==> run_1/cell_classes.png <==
Fill, decap, tap and diode cells in grey.
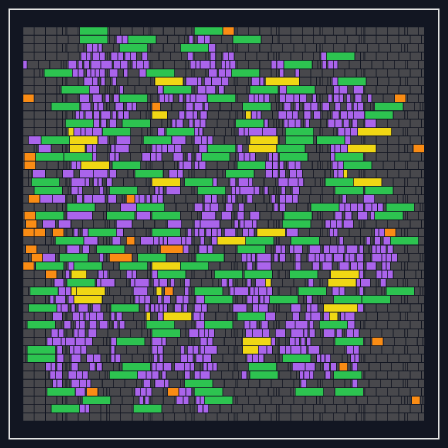
==> run_1/met2.png <==
Cells faint in the background.
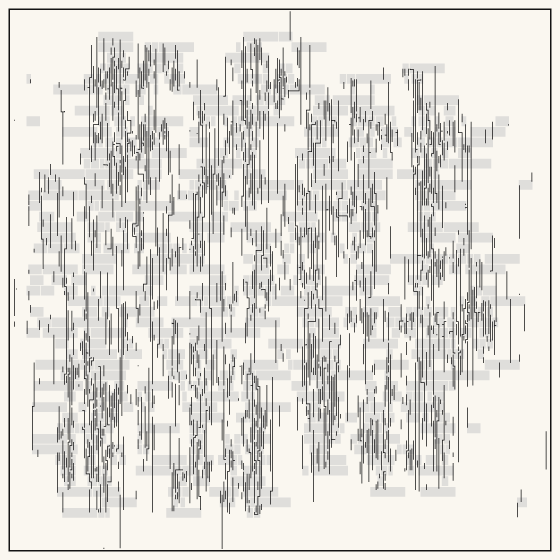
==> run_1/met3.png <==
Bar = 50 µm.
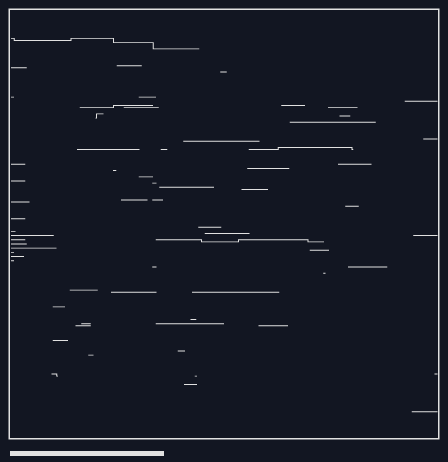
$ cat config.mk
export PLATFORM = sky130hd
export DESIGN_NAME = perceptron_layer_seq
export DESIGN_NICKNAME = d
export VERILOG_FILES = /design/src/rtl/perceptron_pkg.sv /design/src/rtl/neuron_mac.sv /design/src/rtl/perceptron_layer_seq.sv
export SDC_FILE = /design/constraint.sdc
export NUM_CORES = 1
export LEC_CHECK = 0
export CAP_MARGIN = 20
export CORE_MARGIN = 4
export CORE_UTILIZATION = 42
export DETAILED_ROUTE_END_ITERATION = 7
export SLEW_MARGIN = 20
export SYNTH_ARGS = -nofsm -noshare
export SYNTH_HDL_FRONTEND = slang
export SYNTH_SLANG_ARGS = --single-unit
$ cat constraint.sdc
create_clock -name clk -period 4.25 [get_ports clk]
set_input_delay 1.0625 -clock clk [delete_from_list [all_inputs] [get_ports clk]]
set_output_delay 1.0625 -clock clk [all_outputs]
set_load 0.05 [all_outputs]
$ cat src/rtl/perceptron_pkg.sv
// Shared types and width helpers for the sequential binary perceptron layer.
package perceptron_pkg;

    typedef enum logic [1:0] {
        IDLE    = 2'd0,
        COMPUTE = 2'd1,
        DONE    = 2'd2
    } state_t;

    localparam int N_IN_DEF   = 8;
    localparam int N_OUT_DEF  = 8;
    localparam int W_W_DEF    = 8;
    localparam int THRESH_DEF = 2;
    localparam int DEF_W_DEF  = 1;
    localparam int DEF_B_DEF  = 0;

    localparam int IDX_W_DEF  = $clog2(N_IN_DEF + 1);
    localparam int NRN_W_DEF  = (N_OUT_DEF > 1) ? $clog2(N_OUT_DEF) : 1;

    // Worst case sum is (N_IN+1) * (2^W_W - 1), which always fits in this width.
    function automatic int acc_width(input int w_w, input int n_in);
        return w_w + $clog2(n_in + 2);
    endfunction

    function automatic int idx_width(input int n_in);
        return $clog2(n_in + 1);
    endfunction

    function automatic int nrn_width(input int n_out);
        return (n_out > 1) ? $clog2(n_out) : 1;
    endfunction

    function automatic int cnt_width(input int n_in);
        return (n_in > 1) ? $clog2(n_in) : 1;
    endfunction

endpackage

$ cat src/rtl/neuron_mac.sv
// One neuron: weight/bias storage plus a serial multiply-accumulate over binary inputs.
// Storage is writable only when WEIGHT_LOAD_EN is defined; otherwise it is the DEF_W/DEF_B constants.
module neuron_mac
    import perceptron_pkg::*;
#(
    parameter int N_IN   = N_IN_DEF,
    parameter int W_W    = W_W_DEF,
    parameter int ACC_W  = acc_width(W_W_DEF, N_IN_DEF),
    parameter int CNT_W  = cnt_width(N_IN_DEF),
    parameter int IDX_W  = IDX_W_DEF,
    parameter int THRESH = THRESH_DEF,
    parameter int DEF_W  = DEF_W_DEF,
    parameter int DEF_B  = DEF_B_DEF
) (
    input  logic             clk,
    input  logic             rst_n,
    input  logic             i_load,
    input  logic             i_step,
    input  logic             i_last,
    input  logic             i_x_bit,
    input  logic [CNT_W-1:0] i_idx,
    input  logic             i_cfg_we,
    input  logic [IDX_W-1:0] i_cfg_idx,
    input  logic [W_W-1:0]   i_cfg_data,
    output logic             o_y
);

    logic [W_W-1:0]   w_wt [N_IN];
    logic [W_W-1:0]   w_bias_load;
    logic [W_W-1:0]   w_wsel;
    logic [W_W-1:0]   w_addend;
    logic [ACC_W-1:0] w_acc_nxt;
    logic [ACC_W-1:0] r_acc;
    logic             r_y;

`ifdef WEIGHT_LOAD_EN
    logic [W_W-1:0] r_wt [N_IN];
    logic [W_W-1:0] r_bias;
    logic           w_bias_we;

    assign w_bias_we = i_cfg_we && (i_cfg_idx == IDX_W'(N_IN));

    always_ff @(posedge clk or negedge rst_n) begin
        if (!rst_n) begin
            for (int i = 0; i < N_IN; i++) begin
                r_wt[i] <= W_W'(DEF_W);
            end
            r_bias <= W_W'(DEF_B);
        end else if (i_cfg_we) begin
            for (int i = 0; i < N_IN; i++) begin
                if (i_cfg_idx == IDX_W'(i)) begin
                    r_wt[i] <= i_cfg_data;
                end
            end
            if (w_bias_we) begin
                r_bias <= i_cfg_data;
            end
        end
    end

    always_comb begin
        for (int i = 0; i < N_IN; i++) begin
            w_wt[i] = r_wt[i];
        end
    end

    // A bias write in the accept cycle must reach the accumulator preload.
    assign w_bias_load = w_bias_we ? i_cfg_data : r_bias;
`else
    logic w_unused_cfg;

    assign w_unused_cfg = ^{i_cfg_we, i_cfg_idx, i_cfg_data};

    always_comb begin
        for (int i = 0; i < N_IN; i++) begin
            w_wt[i] = W_W'(DEF_W);
        end
    end

    assign w_bias_load = W_W'(DEF_B);
`endif

    always_comb begin
        w_wsel = '0;
        for (int i = 0; i < N_IN; i++) begin
            if (i_idx == CNT_W'(i)) begin
                w_wsel = w_wt[i];
            end
        end
    end

    assign w_addend  = i_x_bit ? w_wsel : '0;
    assign w_acc_nxt = r_acc + ACC_W'(w_addend);

    always_ff @(posedge clk or negedge rst_n) begin
        if (!rst_n) begin
            r_acc <= '0;
            r_y   <= 1'b0;
        end else if (i_load) begin
            r_acc <= ACC_W'(w_bias_load);
        end else if (i_step) begin
            r_acc <= w_acc_nxt;
            if (i_last) begin
                r_y <= (w_acc_nxt >= ACC_W'(THRESH));
            end
        end
    end

    assign o_y = r_y;

endmodule

$ cat src/rtl/perceptron_layer_seq.sv
// Single-layer binary perceptron: N_OUT neurons in parallel, inputs walked one bit per cycle.
// Runtime weight/bias loading through the cfg port exists only when WEIGHT_LOAD_EN is defined.
//
//   state   | meaning
//   IDLE    | waiting for an input vector; cfg writes accepted
//   COMPUTE | one MAC per neuron per cycle, N_IN cycles
//   DONE    | out_y valid, held until out_ready
module perceptron_layer_seq
    import perceptron_pkg::*;
#(
    parameter int N_IN   = N_IN_DEF,
    parameter int N_OUT  = N_OUT_DEF,
    parameter int W_W    = W_W_DEF,
    parameter int THRESH = THRESH_DEF,
    parameter int DEF_W  = DEF_W_DEF,
    parameter int DEF_B  = DEF_B_DEF
) (
    input  logic                        clk,
    input  logic                        rst_n,
    input  logic                        in_valid,
    output logic                        in_ready,
    input  logic [N_IN-1:0]             in_x,
    output logic                        out_valid,
    input  logic                        out_ready,
    output logic [N_OUT-1:0]            out_y,
    input  logic                        cfg_valid,
    output logic                        cfg_ready,
    input  logic [nrn_width(N_OUT)-1:0] cfg_neuron,
    input  logic [idx_width(N_IN)-1:0]  cfg_index,
    input  logic [W_W-1:0]              cfg_data
);

    localparam int IDX_W = idx_width(N_IN);
    localparam int NRN_W = nrn_width(N_OUT);
    localparam int CNT_W = cnt_width(N_IN);
    localparam int ACC_W = acc_width(W_W, N_IN);

    state_t           r_state;
    state_t           w_state_nxt;
    logic [CNT_W-1:0] r_cnt;
    logic [N_IN-1:0]  r_x;
    logic             r_live;
    logic             w_accept;
    logic             w_step;
    logic             w_last;
    logic             w_x_bit;
    logic             w_cfg_fire;
    logic [N_OUT-1:0] w_y;

    always_comb begin
        w_state_nxt = r_state;
        in_ready    = 1'b0;
        out_valid   = 1'b0;
        w_step      = 1'b0;
        case (r_state)
            IDLE: begin
                in_ready = r_live;
                if (in_valid && r_live) begin
                    w_state_nxt = COMPUTE;
                end
            end
            COMPUTE: begin
                w_step = 1'b1;
                if (r_cnt == CNT_W'(N_IN - 1)) begin
                    w_state_nxt = DONE;
                end
            end
            DONE: begin
                out_valid = 1'b1;
                if (out_ready) begin
                    w_state_nxt = IDLE;
                end
            end
            default: w_state_nxt = IDLE;
        endcase
    end

    assign w_accept = in_valid && in_ready;
    assign w_last   = w_step && (r_cnt == CNT_W'(N_IN - 1));
    assign w_x_bit  = r_x[r_cnt];

    // r_live keeps the ready outputs low for the first cycle after reset.
    always_ff @(posedge clk or negedge rst_n) begin
        if (!rst_n) begin
            r_state <= IDLE;
            r_cnt   <= '0;
            r_x     <= '0;
            r_live  <= 1'b0;
        end else begin
            r_state <= w_state_nxt;
            r_live  <= 1'b1;
            if (w_accept) begin
                r_x   <= in_x;
                r_cnt <= '0;
            end else if (w_step) begin
                r_cnt <= r_cnt + CNT_W'(1);
            end
        end
    end

`ifdef WEIGHT_LOAD_EN
    assign cfg_ready  = (r_state == IDLE) && r_live;
    assign w_cfg_fire = cfg_valid && cfg_ready;
`else
    logic w_unused_cfg_valid;

    assign w_unused_cfg_valid = cfg_valid;
    assign cfg_ready          = 1'b0;
    assign w_cfg_fire         = 1'b0;
`endif

    for (genvar j = 0; j < N_OUT; j++) begin : g_neuron
        neuron_mac #(
            .N_IN   (N_IN),
            .W_W    (W_W),
            .ACC_W  (ACC_W),
            .CNT_W  (CNT_W),
            .IDX_W  (IDX_W),
            .THRESH (THRESH),
            .DEF_W  (DEF_W),
            .DEF_B  (DEF_B)
        ) u_mac (
            .clk        (clk),
            .rst_n      (rst_n),
            .i_load     (w_accept),
            .i_step     (w_step),
            .i_last     (w_last),
            .i_x_bit    (w_x_bit),
            .i_idx      (r_cnt),
            .i_cfg_we   (w_cfg_fire && (cfg_neuron == NRN_W'(j))),
            .i_cfg_idx  (cfg_index),
            .i_cfg_data (cfg_data),
            .o_y        (w_y[j])
        );
    end

    assign out_y = w_y;

endmodule

==> changes_impl.md, run 1 <==
### Metrics

- Result of the run: complete, no violations
- Final-stage net count: 878
- Count of cells along the worst register-to-register path: 11
- Overall Global Routing Usage: 16.3%
- DR WL met3: 625 µm
- Fraction of power consumed by combinational cells: 39.7%
- Maximum clock insertion buffer count: 2
- Clock root buffer: sky130_fd_sc_hd__clkbuf_16
- Cell internal pwr: 3.04 mW
- CP Buf/Inv Count: 0
- Leakage: between 3 and 4 nW
- Synth-to-layout area growth: 11.5%
- Min-Delay Path Depth: 1
- Per-instance average area after synthesis: 8.34 µm²
- Critical path fanouts, max: 16
- Cells after Synth: around 860
- Type of the most critical hold path: register to register
- Antenna violations before repair: 0
- Highest clock frequency the design can meet: between 200 and 300 MHz
- Clk latency late pin: 0.41 ns
- Clock buffers created by TritonCTS: 17
- Routability Congestion: 0.821
- Relative max-transition margin: 34.0%
- Count of nets left with antenna violations after detail routing: 0
- Dominant delay contributor by cell family on the critical path: AND-OR/OR-AND gates
- Clock Skews: 0.00752 ns
- Final count of hold timing violations: 0
- Filler Cell Count: roughly 1,500
- Global-route wire length before repair: 26,400 µm
- GRT met1 Usage: 22.0%
- Ordered cell list for the critical path: ha_1 > ha_1 > o211ai_1 > o21ai_0 > mux2_2 > ha_1 > and4_1 > and3_4 > or3_1 > a2111oi_0 > a21oi_1
- Final design area excluding fillers: 8010 µm²
- Overall die height: 139 µm
- RSZ-0062 raised after global routing: no
- Slowest cell on the critical path: sky130_fd_sc_hd__dfrtp_1
- Critical Path AT: 3.70 ns
- I/O pins: 39
- Drt drc: 0
- Highest layer used for signal routing: met4
- Top cells excl fill/tap: 118 x sky130_fd_sc_hd__dfrtp_1, 104 x sky130_fd_sc_hd__o21ai_1, 96 x sky130_fd_sc_hd__nand2_1
- Number of cells in the design after placement: 1,032
- Pwr per Cell Area: approximately 640 nW/µm²
- Most common library cell in the layout ignoring fill and taps: sky130_fd_sc_hd__dfrtp_1
- Proportion of register bits with asynchronous set or reset after synthesis: 100%
- Cell depth of the worst setup path: 11
- Core utilization before placement: 43.1%
- Setup TNS: 0 ns
- Reg2reg end: g_neuron[3].u_mac.o_y
- Sum of met2 wire segment lengths after detailed routing: around 7400 µm
- Log Warnings: 51
- Hold Buf Count CTS: 0
- Register share of total power: 31.3%
- Post-layout period usage: 80.6%
- Min setup slack post-route: 0.825 ns
- Total area of multi-input combinational cells: 3850 µm²
- Kind of end point of the critical path: register
- Power share of the clock group: 29.0%
- Antenna diode count: 0
- Setup Viol. Count Final: 0
- Type of the worst setup path: register to register
- Synth Area in Compound Gates: 21.1%
- Sequential cell area in the final layout: 2950 µm²
- CP startpoint: r_cnt[0]
- Max-capacitance violation count: 0
- Cell taking the most area after synthesis: sky130_fd_sc_hd__dfrtp_1
- Pin count of the biggest net entering global routing: between 80 and 90
Notes on cell_classes.png above:
flip-flops: drawn in green, cells 118, share of their area 38%. all other logic: drawn in purple, cells 666, share of their area 50%. clock drivers and dummy loads: drawn in yellow, cells 32, share of their area 7.9%. other buffers and delay cells: drawn in orange, cells 28, share of their area 3.7%.
Core Region: 16,600 µm²
number of cell rows: 47

Notes on met2.png above:
662 nets have wire on it. The layer holds 47% of the routed length.
total via count in the routed design: 6,139
met2 track demand over resource: 26.0%
detailed-route wire length: 15,800 µm

Notes on met3.png above:
The layer holds 4.0% of the routed length. 44 nets have wire on it. The wires run mostly horizontal. The layer carries 626 µm of wire. The longest straight run is 28.1 µm.
met3 demand-to-capacity share in global routing: 3.97%

-- run 1: power groups by stage --
stage / clock network [mW] / logic [mW] / registers [mW]
after floorplan: 0 / 1.72 / 1.49
after global placement: 0 / 1.99 / 1.61
after detailed placement: 0 / 2.04 / 1.63
after CTS: 1.52 / 2.06 / 1.61
after global routing: 1.57 / 2.30 / 1.65
final: 1.49 / 2.04 / 1.61
-- run 1: layout make-up --
cell class                      count  area share, %
Inverter                           10          0.469
Clock buffer                       23           6.09
Clock inverter                      9           1.53
Timing Repair Buffer               28           3.56
Tap cell                          220           3.44
Sequential cell                   118           36.9
Multi-Input combinational cell    656           48.0
-- run 1: registers in the layout, summed over array words and instances, names as in the netlist --
name	flops
r_x	8
r_live	1
g_neuron.u_mac.o_y	8
r_cnt	3
g_neuron.u_mac.r_acc	96
r_state	2
==> run_1/final_placement.png <==
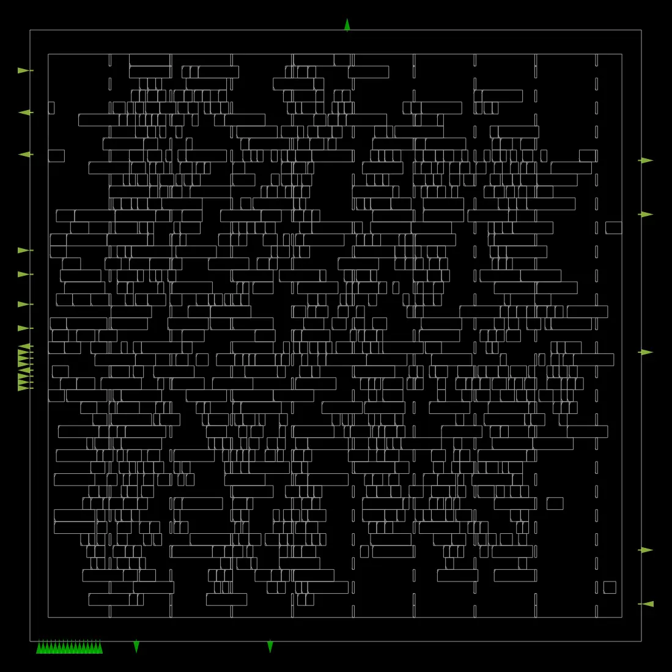

--- run 2 (diff from run 1) ---
==> constraint.sdc (replaced) <==
create_clock -name clk -period 3.3 [get_ports clk]
set_input_delay 0.825 -clock clk [delete_from_list [all_inputs] [get_ports clk]]
set_output_delay 0.825 -clock clk [all_outputs]
set_load 0.05 [all_outputs]
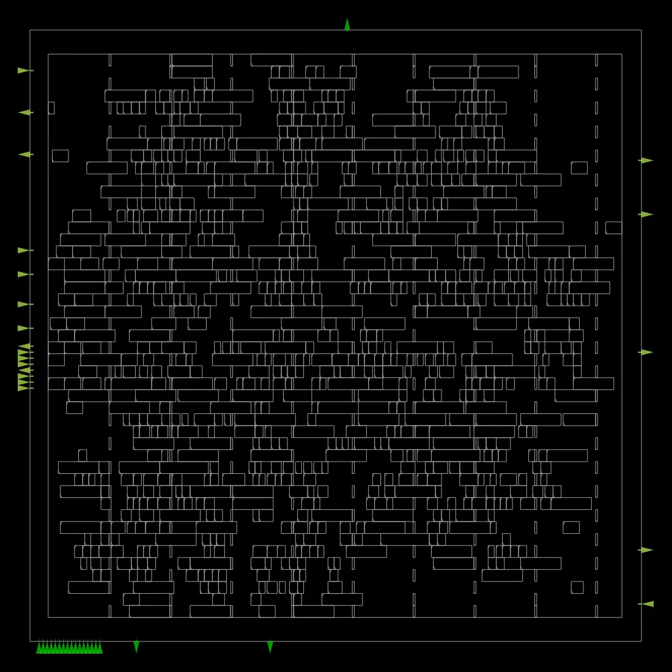
(run_2/final_placement.png)
number of flip-flops and latches: 118
number of tap cells added at floorplan: 220
flop share of the area: 36.1%

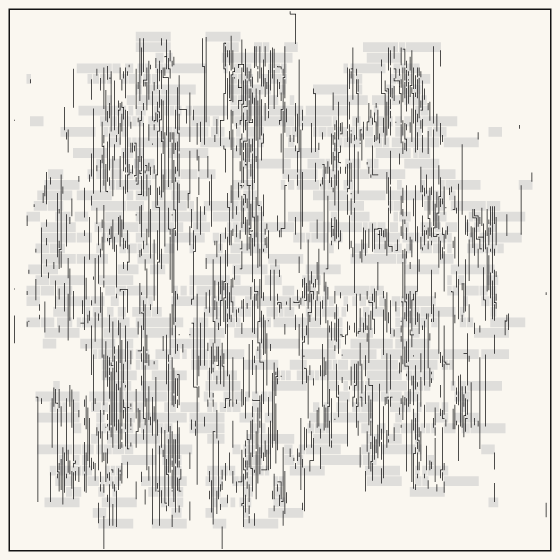
(run_2/met2.png)
Cells faint in the background.
The layer carries 7,530 µm of wire. The layer holds 47% of the routed length. The wires run mostly vertical. The longest straight run is 30.6 µm.
met2 track demand over resource: 26.6%
detailed-route wire length: 16,100 µm
total via count in the routed design: 6,228

==> changes_impl.md, run 2 <==
### Metrics

- Combinational gate power: between 2 and 3 mW
- Number of cells in the design after placement: around 1,000
- Layout buffer count excluding clock buffers: around 40
- CP startpoint: r_cnt[0]
- Overall die height: 139 µm
- Core Region: 16,600 µm²
- Core utilization before placement: 43.1%
- Routability Congestion: 0.829
- Leading power group: combinational logic
- Result of the run: complete, no violations
- Synth-to-layout area growth: 13.9%
- Register share of total power: 29.6%
- Number of flip-flops under the largest register name: 96
- Cell taking the most area after synthesis: sky130_fd_sc_hd__dfrtp_1
- Global route total overflow: 0
- Leakage: 3.24 nW
- Fraction of area in clock buffers and inverters: 8.46%
- Pin count of the biggest net entering global routing: between 80 and 90
- Cell depth of the worst setup path: 11
- Power attributed to sequential cells: 2.05 mW
- Synth Area in Compound Gates: between 20% and 30%
- Type of the most critical hold path: input port to async pin
- CP Buf/Inv Count: 0
- Setup TNS: 0 ns
- Total area of multi-input combinational cells: 3860 µm²
- GRT met1 Usage: between 20 and 25%
- Top cells excl fill/tap: 118 x sky130_fd_sc_hd__dfrtp_1, 104 x sky130_fd_sc_hd__o21ai_1, 96 x sky130_fd_sc_hd__nand2_1
- Switch Pwr: around 2.7 mW
- Max-capacitance violation count: 0
- Register with the most flip-flops: g_neuron.u_mac.r_acc
- RSZ-0062 raised after global routing: no
- Log Warnings: 51
- Clock Skews: between 0.007 and 0.008 ns
- Slowest cell on the critical path: sky130_fd_sc_hd__or4_1
- Clk latency late pin: approximately 0.41 ns
- Vias in the first global route: roughly 5,800
- Min setup slack post-route: 0.173 ns
- Final design area excluding fillers: slightly above 8000 µm²
- Maximum clock insertion buffer count: 2
- Post-layout period usage: 94.8%
- Number of cell rows: around 47
- Ordered cell list for the critical path: ha_1 > ha_1 > o211ai_1 > o21ai_0 > mux2_4 > ha_1 > nand3_4 > xor2_1 > a31oi_1 > or4_1 > o32a_1
- Non-clock buffer contribution to total cell area: 4.44%
- Sequential cell area in the final layout: 2950 µm²
- Power share of the clock group: about 31%
- Reg2reg end: g_neuron[0].u_mac.o_y
- Total number of multi-input combinational cells: 656
- Relative max-transition margin: 34.8%
- Clock root buffer: sky130_fd_sc_hd__clkbuf_16
- Net count after synthesis: slightly above 900
- Antenna violations before repair: 0
- Pwr per Cell Area: 850 nW/µm²
- Antenna diode count: 0
- Per-instance average area after synthesis: 8.34 µm²
- Fraction of power consumed by combinational cells: around two fifths
- Setup Viol. Count Final: 0
- Drt drc: 0
- Cells after Synth: 861
- Dominant delay contributor by cell family on the critical path: adder cells
- Most common library cell in the layout ignoring fill and taps: sky130_fd_sc_hd__dfrtp_1
- Clock buf count: 24
- Clock buffers created by TritonCTS: 17
- Kind of end point of the critical path: register
- Number of non-clock inverters in the layout: 10
- Proportion of register bits with asynchronous set or reset after synthesis: 100%
- Filler Cell Count: 1,498
- Critical Path AT: 3.42 ns
- Largest cell class by area: multi-input combinational cells
- Logic share of the area: 47.2%
- Cell internal pwr: 4.23 mW
- Global-route wire length before repair: 27,500 µm
- Clock network power consumption: 2.17 mW
- Final count of hold timing violations: 0
- Violation count after the first detailed-route iteration: 303
- Critical path fanouts, max: 9
- Highest clock frequency the design can meet: 320 MHz
- I/O pins: 39
- Count of cells along the worst register-to-register path: 11
- Hold Buf Count CTS: 0
- Type of the worst setup path: register to register
- Count of nets left with antenna violations after detail routing: 0
- Final-stage net count: 890
- Depth of the CTS H-tree: 4
- Overall Global Routing Usage: roughly 17%
-- run 2: netlist changes by cell type in the layout (fill, tap and decap cells not counted) --
cell	previous run	this run
sky130_fd_sc_hd__buf_12	2	1
sky130_fd_sc_hd__a2111oi_0	2	1
sky130_fd_sc_hd__clkinv_2	5	2
sky130_fd_sc_hd__buf_4	6	19
sky130_fd_sc_hd__clkinvlp_4	1	0
sky130_fd_sc_hd__mux2_4	0	1
sky130_fd_sc_hd__mux2_2	11	10
sky130_fd_sc_hd__a2111oi_2	0	1
sky130_fd_sc_hd__bufinv_16	3	6
sky130_fd_sc_hd__clkbuf_8	4	5
-- run 2: layer usage --
metal / share of wire, % / vias up
met5: 0 / -
met3: 3.3 / 16
li1: - / 3081
met1: 48 / 3019
met2: 47 / 112
met4: 1.6 / 0
==> run_2/met3.png <==
Bar = 50 µm.
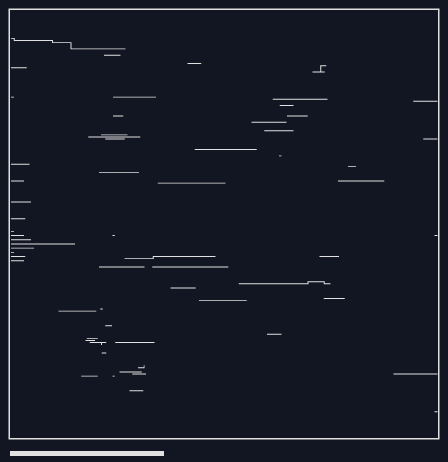

--- run 3 (diff from run 2) ---
--- a/config.mk
+++ b/config.mk
@@ -9,6 +9,8 @@
 export CORE_MARGIN = 4
 export CORE_UTILIZATION = 42
 export DETAILED_ROUTE_END_ITERATION = 7
+export GPL_TIMING_DRIVEN = 1
+export PLACE_DENSITY = 0.63
 export SLEW_MARGIN = 20
 export SYNTH_ARGS = -nofsm -noshare
 export SYNTH_HDL_FRONTEND = slang
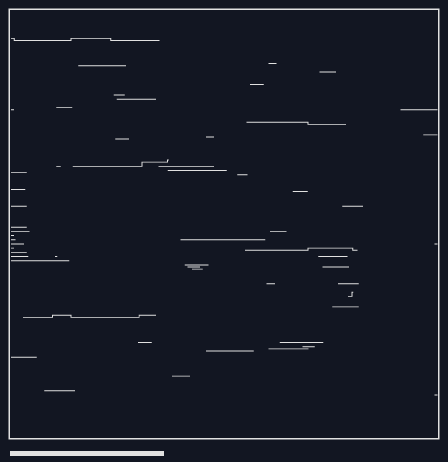
(run_3/met3.png)
Bar = 50 µm.
The layer carries 538 µm of wire. 43 nets have wire on it. The layer holds 3.4% of the routed length. The wires run mostly horizontal. The longest straight run is 27.1 µm.
total via count in the routed design: 6,077
met3 demand-to-capacity share in global routing: 3.79%

==> changes_impl.md, run 3 <==
### Metrics

- Number of non-clock inverters in the layout: 10
- Type of the worst setup path: register to register
- Largest cell class by area: multi-input combinational cells
- Number of tap cells added at floorplan: 220
- Top cells excl fill/tap: 118 x sky130_fd_sc_hd__dfrtp_1, 104 x sky130_fd_sc_hd__o21ai_1, 96 x sky130_fd_sc_hd__nand2_1
- Synth Area in Compound Gates: 21.1%
- Antenna diode count: 0
- Switch Pwr: 2.72 mW
- Clock network power consumption: between 1.5 and 2 mW
- Cell depth of the worst setup path: 11
- Total area of multi-input combinational cells: approximately 3900 µm²
- Critical path fanouts, max: 10
- Dominant delay contributor by cell family on the critical path: adder cells
- Core Region: 16,600 µm²
- Routability Congestion: 0.819
- Sequential cell area in the final layout: 2950 µm²
- Clock Skews: 0.00929 ns
- Result of the run: complete, no violations
- Core utilization before placement: a little over two fifths
- Hold Buf Count CTS: 0
- Cells after Synth: 861
- Reg2reg end: g_neuron[0].u_mac.o_y
- Fraction of area in clock buffers and inverters: 7.48%
- Highest layer used for signal routing: met4
- Clock buffers created by TritonCTS: 17
- Overall Global Routing Usage: roughly 17%
- Per-instance average area after synthesis: 8.34 µm²
- Logic share of the area: 47.5%
- Met1 wire length: 7670 µm
- Proportion of register bits with asynchronous set or reset after synthesis: 100%
- Setup TNS: 0 ns
- Drt drc: 0
- DR WL met3: about 540 µm
- Leakage: 3.21 nW
- Number of cell rows: about 47
- Vias in the first global route: between 5,000 and 6,000
- Number of flip-flops under the largest register name: 96
- Slowest cell on the critical path: sky130_fd_sc_hd__or4_1
- Net count after synthesis: 908
- GRT met1 Usage: 23.4%
- Max-capacitance violation count: 0
- Fraction of power consumed by combinational cells: 40.8%
- Non-clock buffer contribution to total cell area: 4.81%
- Overall die height: around 140 µm
- Global route total overflow: 0
- Synth-to-layout area growth: 13.0%
- Critical Path AT: 3.41 ns
- Relative max-transition margin: between 40 and 50%
- Log Warnings: 51
- Synth Area in XOR/XNOR: 3.42%
- Flop share of the area: 36.4%
- Setup Viol. Count Final: 0
- Total number of multi-input combinational cells: 656
- RSZ-0062 raised after global routing: no
- Highest clock frequency the design can meet: 322 MHz
- Violation count after the first detailed-route iteration: around 420
- Power share of the clock group: 28.7%
- Count of cells along the worst register-to-register path: 11
- CP startpoint: r_cnt[0]
- Sum of met2 wire segment lengths after detailed routing: 7240 µm
- Type of the most critical hold path: input port to async pin
- Clk latency late pin: 0.42 ns
- Met2 track demand over resource: between 20% and 30%
- Kind of end point of the critical path: register
- Pin count of the biggest net entering global routing: slightly above 70
- Ordered cell list for the critical path: ha_1 > ha_1 > o211ai_1 > o21ai_0 > mux2_4 > buf_4 > ha_1 > nand4_2 > a31oi_1 > or4_1 > o32a_1
- Unique cell types: 59
- Antenna violations before repair: 0
- Combinational gate power: 2.75 mW
- Layout buffer count excluding clock buffers: 42
- Pwr per Cell Area: 830 nW/µm²
- Final count of hold timing violations: 0
- Power attributed to sequential cells: 2.05 mW
- Filler Cell Count: 1,591
- Synth Area in Simple Gates: 22.7%
- Detailed-route wire length: 15,600 µm
- Clock root buffer: sky130_fd_sc_hd__clkbuf_16
- Depth of the CTS H-tree: 4
- Register with the most flip-flops: g_neuron.u_mac.r_acc
- Count of nets left with antenna violations after detail routing: 0
- CP Buf/Inv Count: 1
- Number of flip-flops and latches: 118
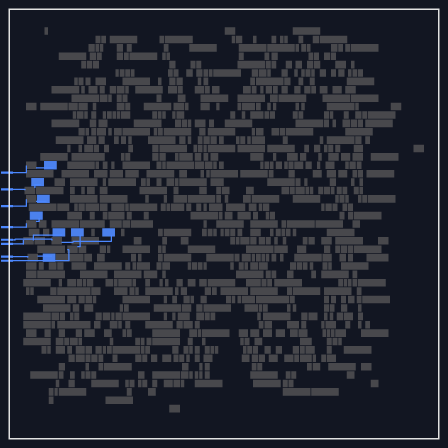
(run_3/port_nets.png)
in_x: drawn in blue, bits 8, direction input, end cells 8, buffers 8, wire 124 µm.
count of input and output buffers: 21
I/O pins: 39

## run 3: cell counts after synthesis
Identical to the previous run, type by type.
## run 3: stage by stage
step | instances | total power, mW | utilization [%] | instance area [µm²] | worst slack (ns)
floorplan | 861 | 4.13 | - | 7180 | 0.266
global placement | 1046 | 4.76 | 45.1 | 7500 | 0.157
detailed placement | 1046 | 4.82 | 45.1 | 7500 | 0.154
CTS | 1078 | 6.79 | 48.7 | 8110 | 0.105
global route | 1078 | 7.25 | 48.8 | 8110 | 0.0646
finish | 1078 | 6.73 | 48.8 | 8110 | 0.190
## run 3: worst reg2reg max path, delay by kind of cell, from the launching register on
kind	cells	cell delay, ns
fa+ha+maj	3	0.72
flops	1	0.38
simple gates	2	0.69
mux	1	0.35
buf+inv	1	0.20
compound gates	4	0.67
Power is estimated from default activity; no workload was simulated.
